Fig. 1: run 1, metal 4
Cells faint in the background.
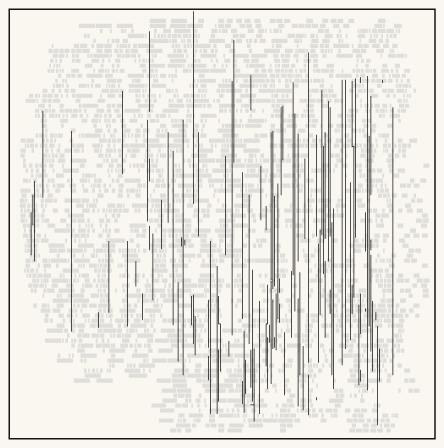
Fig. 2: run 1, layout detail
Window x 161 to 186, y 46 to 71 um. Cells in gray, sequential cells in the stronger gray; small squares are vias.
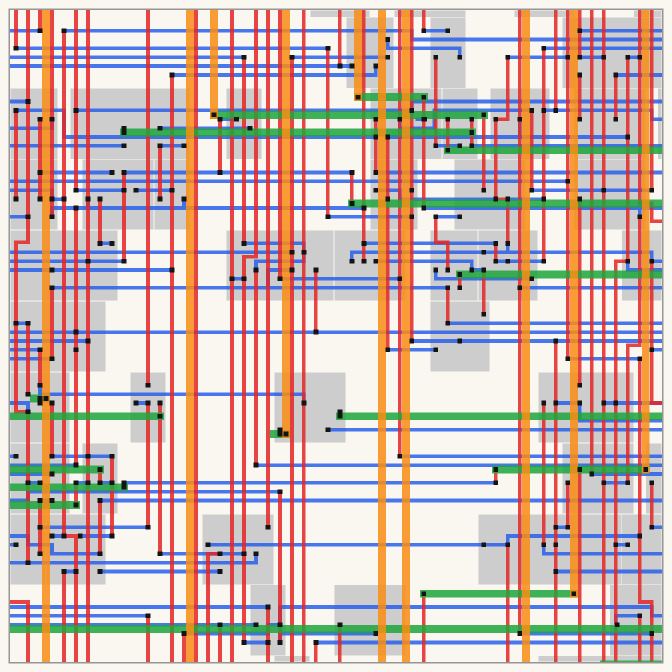
Fig. 3: run 1, routed metal, one color a layer
Only two layers are drawn.
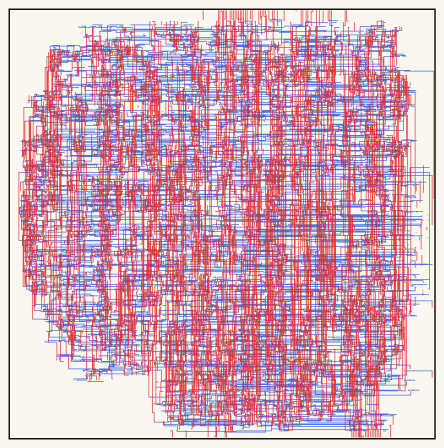
==> config.mk <==
export PLATFORM = sky130hd
export DESIGN_NAME = alu_seq
export DESIGN_NICKNAME = d
export VERILOG_FILES = /design/src/rtl/alu_seq.sv
export SDC_FILE = /design/constraint.sdc
export NUM_CORES = 1
export LEC_CHECK = 0
export CAP_MARGIN = 0
export CORE_AREA = 2 2 229 231
export CTS_CLUSTER_DIAMETER = 150
export DETAILED_ROUTE_END_ITERATION = 16
export DIE_AREA = 0 0 231 233
export SLEW_MARGIN = 20
export SYNTH_ARGS = -nofsm -noshare
export SYNTH_HDL_FRONTEND = slang
export SYNTH_SLANG_ARGS = --single-unit
==> constraint.sdc <==
create_clock -name clk -period 12.3 [get_ports clk]
set_clock_uncertainty 0.15 [all_clocks]
set_input_delay 1.23 -clock clk [delete_from_list [all_inputs] [get_ports clk]]
set_output_delay 1.23 -clock clk [all_outputs]
set_load 0.02 [all_outputs]
==> results.cfg, run 1 <==
; physical design summary
[sta]
finalCriticalPeriod_ns = 6.56
hold_viol_final = 0
slew_headroom = 0.157
tightest_slew_ns = 1.25
period_used_share = 0.533
fin_ws_ns = 5.74
fin_tns_setup_ns = 0
fmax_mhz = 152
whs_ns = 0.340

[clock_tree]
cts_resized = 0
numCtsBuffers = 17
post_cts_buffers = 0
ctsRootBufferMaster = clkbuf_16
clk_pin_slew_ns = 0.07
cts_tree = yes
hold_buffers = 0

[worst_setup_path]
cp-start-kind = input pin
required_ns = 12.48
cp_common_cell = a21o_1
cpLargestDelayFamily = AND-OR/OR-AND gates
crit_buf_inv = 2
path_depth = 17
path_cells = clkdlybuf4s50_1 -> nor4b_2 -> buf_4 -> xnor2_1 -> ha_1 -> and2_1 -> a221o_1 -> nor3_1 -> a211oi_2 -> nor3b_1 -> o21ai_1 -> a21o_1 -> a21o_1 -> mux2i_1 -> a2111oi_0 -> a2bb2oi_1 -> nand2_1
critPathMaxStageDelay_ns = 0.81
r2r.worst_path.cells = 14
cp_slowest_cell = clkdlybuf4s50_1

[finish]
flop-count = 142
clkbuf_count = 21
antenna-diode-count = 1
dominant_cells = logic gates
seq_area_frac = 0.157
final_cell_mix = nand2_1, nor2_1, o21ai_0
combGateArea_um2 = 15500
sh_comb_area = 0.686
finalInstanceArea_um2 = 22600
signal_buffers = 171
clk_share = 0.0264
fill_cells = 5245
final_util = 0.443
layout_top_cell = nand2_1
register_area_um2 = 3560

[hold_path]
min_path_cells = 2

[synthesis]
yosys.area_share.aoi = 0.260
ys_area_um2 = 20400
synth_cell_types = 96
area_leaders = dfrtp_1, ha_1, mux4_2
ff_type = dfrtp_1
mux_share = 0.144
syn_nets = 2874
async_flop_share = 1.00
xor_area_frac = 0.0442
ys_cells = 2605
avgSynthCellArea_um2 = 7.83
ys_seq_share = 0.174
yosys.area_share.simple = 0.190
syn_inst = 2605
yosys.area.top_type = dfrtp_1
top_area_frac = 0.174
logic_family = AND-OR/OR-AND gates

[placement]
place_ws_ns = 5.52
post-dp-hpwl_um = 72500
placed_cell_area_um2 = 22000

[power]
p_int_w = 0.00175
comb-power_w = 0.00231
switchingPower_w = 0.00184
top_power_group = combinational cells
power_w = 0.00359
powerClk_w = 0.000543
vdd_drop_max_uv = 173
netSwitchingFraction = 0.512
pwr-share-clk = 0.151

[route]
drc = 0
drtAntennaViolNets = 0
drt_first_iter_violations = 2821
dr_wl_met3_um = 8870
met2WireLength_um = 41700

[floorplan]
ios = 113
dieWidth_um = 231
n_tap_cell = 680
core_area_um2 = 51100
placementRows = 83
die_y_um = 233

[status]
run_status = finished, final reports clean

[global_routing]
grt_pass1_wl_um = 139000
grt_pass1_vias = 20400
grt_max_degree = 90
grt_antenna_before_repair = 3
use_met2 = 0.537

[run]
drv_cap = 0
## Picture notes: Fig. 1
longest straight run = 171 um
nets with wire on the layer = 98
wire length on this layer = 5620 um
vias: 21.7k
final WL: 96300 um

## Picture notes: Fig. 2
met4 -> orange
met2 -> red
met3 -> green
met1 -> blue
sequential cells in the window = 0
cells with their middle in the window = 39
most frequent = nand2_1 (5), buf_4 (5), nor2b_1 (4)

## Picture notes: Fig. 3
met1 -> blue  # wire length 40.1 mm
met2 -> red  # wire length 41.7 mm
Total GRT Usage: 0.352
wire length per cell: 29.2 um

-- run 1: Yosys cell counts (11+ instances only) --
cell type  number
or2_2          11
buf_2          27
xnor2_1        76
a22o_1         12
a221oi_1       27
nand3_1        48
o21bai_1       17
nand4_1        31
nand2b_1       27
o21ai_0       212
o221ai_1       14
mux4_2         76
xor2_1         27
o31ai_1        11
mux2i_1        98
o211ai_1       35
and2_1         16
dfrtp_1       142
a31oi_1        25
a211oi_1       30
o21a_1         19
inv_1         143
clkbuf_1      135
nor3_1         50
and3_1         19
mux2_2         20
nor2_1        236
or3_1          16
nor2b_1        21
nand2_1       291
o22ai_1        12
a221o_1        12
ha_1          193
buf_1          16
nor4_1         31
a22oi_1        28
a21o_1         44
a21oi_1       173
a211o_1        13
Fig. 4: run 1, congestion heat map
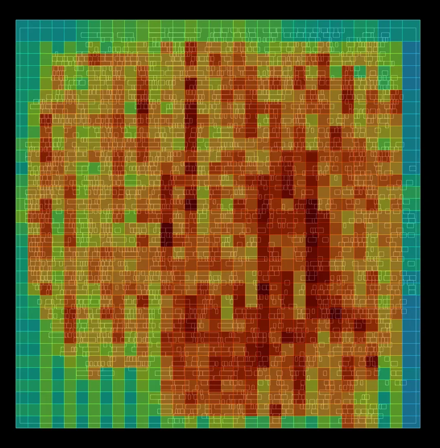

## Run 2: what changed since run 1
clock period = 5.85 ns   (was 12.3 ns; I/O delays follow)
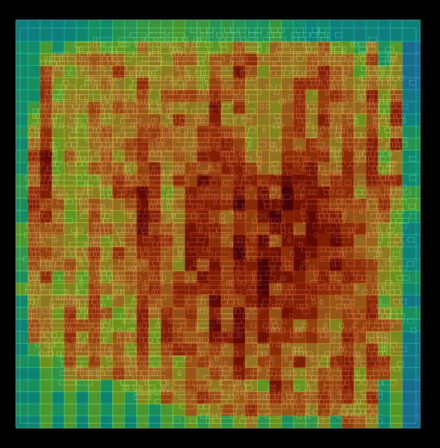
Fig. 5. Congestion heat map (run 2).
met3 usage: 0.0790
Top Usage Layer GRT: met2
M1 GR Usage: 0.477

==> run 2 against run 1 <==
Against the previous run:
- clock-buffer cell count shrank 2
- global-route usage grew 1.5 points
- clock power grew 110%
- wire length grew 3.6%
- via count grew 1.9%
- critical path depth grew 1
- core utilization grew 1.1 points
- sequential share of layout area shrank 0.38 points
- worst hold slack lost 0.27 ns
- cell count grew 2.2%
==> results.cfg, run 2 <==
; physical design summary
[finish]
final_cell_mix = nand2_1, nor2_1, o21ai_0
fill_cells = 5189
final_util = 0.454
combGateArea_um2 = 15500
finalInstanceArea_um2 = 23200
register_area_um2 = 3560
layout_top_cell = nand2_1

[clock_tree]
cts_resized = 0
cts_tree = yes
numCtsBuffers = 17
hold_buffers = 0
post_cts_buffers = 0
clk_pin_slew_ns = 0.06
ctsRootBufferMaster = clkbuf_16

[synthesis]
top_area_frac = 0.174
yosys.area.top_type = dfrtp_1
ys_cells = 2605
area_leaders = dfrtp_1, ha_1, mux4_2
ys_seq_share = 0.174
most_common_cell = nand2_1
synth_cell_types = 96
syn_inst = 2605
avgSynthCellArea_um2 = 7.83
ys_area_um2 = 20400
syn_nets = 2874
async_flop_share = 1.00
ff_type = dfrtp_1

[route]
vias = 22100
drtAntennaViolNets = 0
drc = 0
met2WireLength_um = 43400
drt_first_iter_violations = 2763
postRouteWirelength_um = 99700
dr_wl_met3_um = 9710

[power]
powerClk_w = 0.00112
switchingPower_w = 0.00390
top_power_group = combinational cells
netSwitchingFraction = 0.512
power_w = 0.00762
p_int_w = 0.00372
vdd_drop_max_uv = 251
pwr-share-clk = 0.147
comb-power_w = 0.00494

[floorplan]
die_y_um = 233
dieWidth_um = 231
placementRows = 83
ios = 113
core_area_um2 = 51100

[sta]
slew_headroom = 0.172
hold_viol_final = 0
fmax_mhz = 185
fin_tns_setup_ns = 0
whs_ns = 0.0741
tightest_slew_ns = 1.23
period_used_share = 0.923
fin_ws_ns = 0.452
finalCriticalPeriod_ns = 5.40

[placement]
post-dp-hpwl_um = 77600
port_buffers = 112
place_ws_ns = 0.0972
placed_cell_area_um2 = 22600

[global_routing]
gr-usage-all-layers = 0.367
grt_pass1_wl_um = 145000
grt_pass1_vias = 21300
grt_max_degree = 93
grt_antenna_before_repair = 4

[worst_setup_path]
cp_slowest_cell = a2111oi_0
cp-start-kind = input pin
critPathMaxStageDelay_ns = 0.77
path_cells = clkdlybuf4s50_1 -> nor4b_2 -> buf_4 -> buf_12 -> xnor2_1 -> ha_1 -> a21o_1 -> a221o_1 -> nor3_1 -> a211oi_2 -> nor3b_1 -> o21ai_1 -> a21o_1 -> a21o_1 -> mux2i_1 -> a2111oi_0 -> a2bb2oi_1 -> nand2_1
r2r.worst_path.cells = 16
required_ns = 6.03

[run]
drv_cap = 0

[status]
run_status = finished, final reports clean
==> run 2: area by class of cell <==
cell class / instances / share of cell area
antenna: 3 / 0.000324
multi-input combinational: 2128 / 0.670
timing repair buffer: 244 / 0.0917
tap: 680 / 0.0367
sequential: 142 / 0.153
clock inverter: 12 / 0.00588
inverter: 145 / 0.0235
clock buffer: 19 / 0.0191
==> run 2: cell families after synthesis <==
group,synth area share
simple gates,0.190
compound gates,0.260
buf+inv,0.0670
fa+ha+maj,0.121
mux,0.144
flops,0.174
xor+xnor,0.0442
==> run 2: worst max-delay path, delay by kind of cell <==
family                   cells  cell delay, ns
multiplexers                 1            0.12
buffers and inverters        3            0.84
XOR/XNOR                     1            0.16
AND-OR/OR-AND                8            2.36
adder cells (fa/ha/maj)      1            0.32
AND/OR/NAND/NOR              4            1.19
Power is estimated from default activity; no workload was simulated.
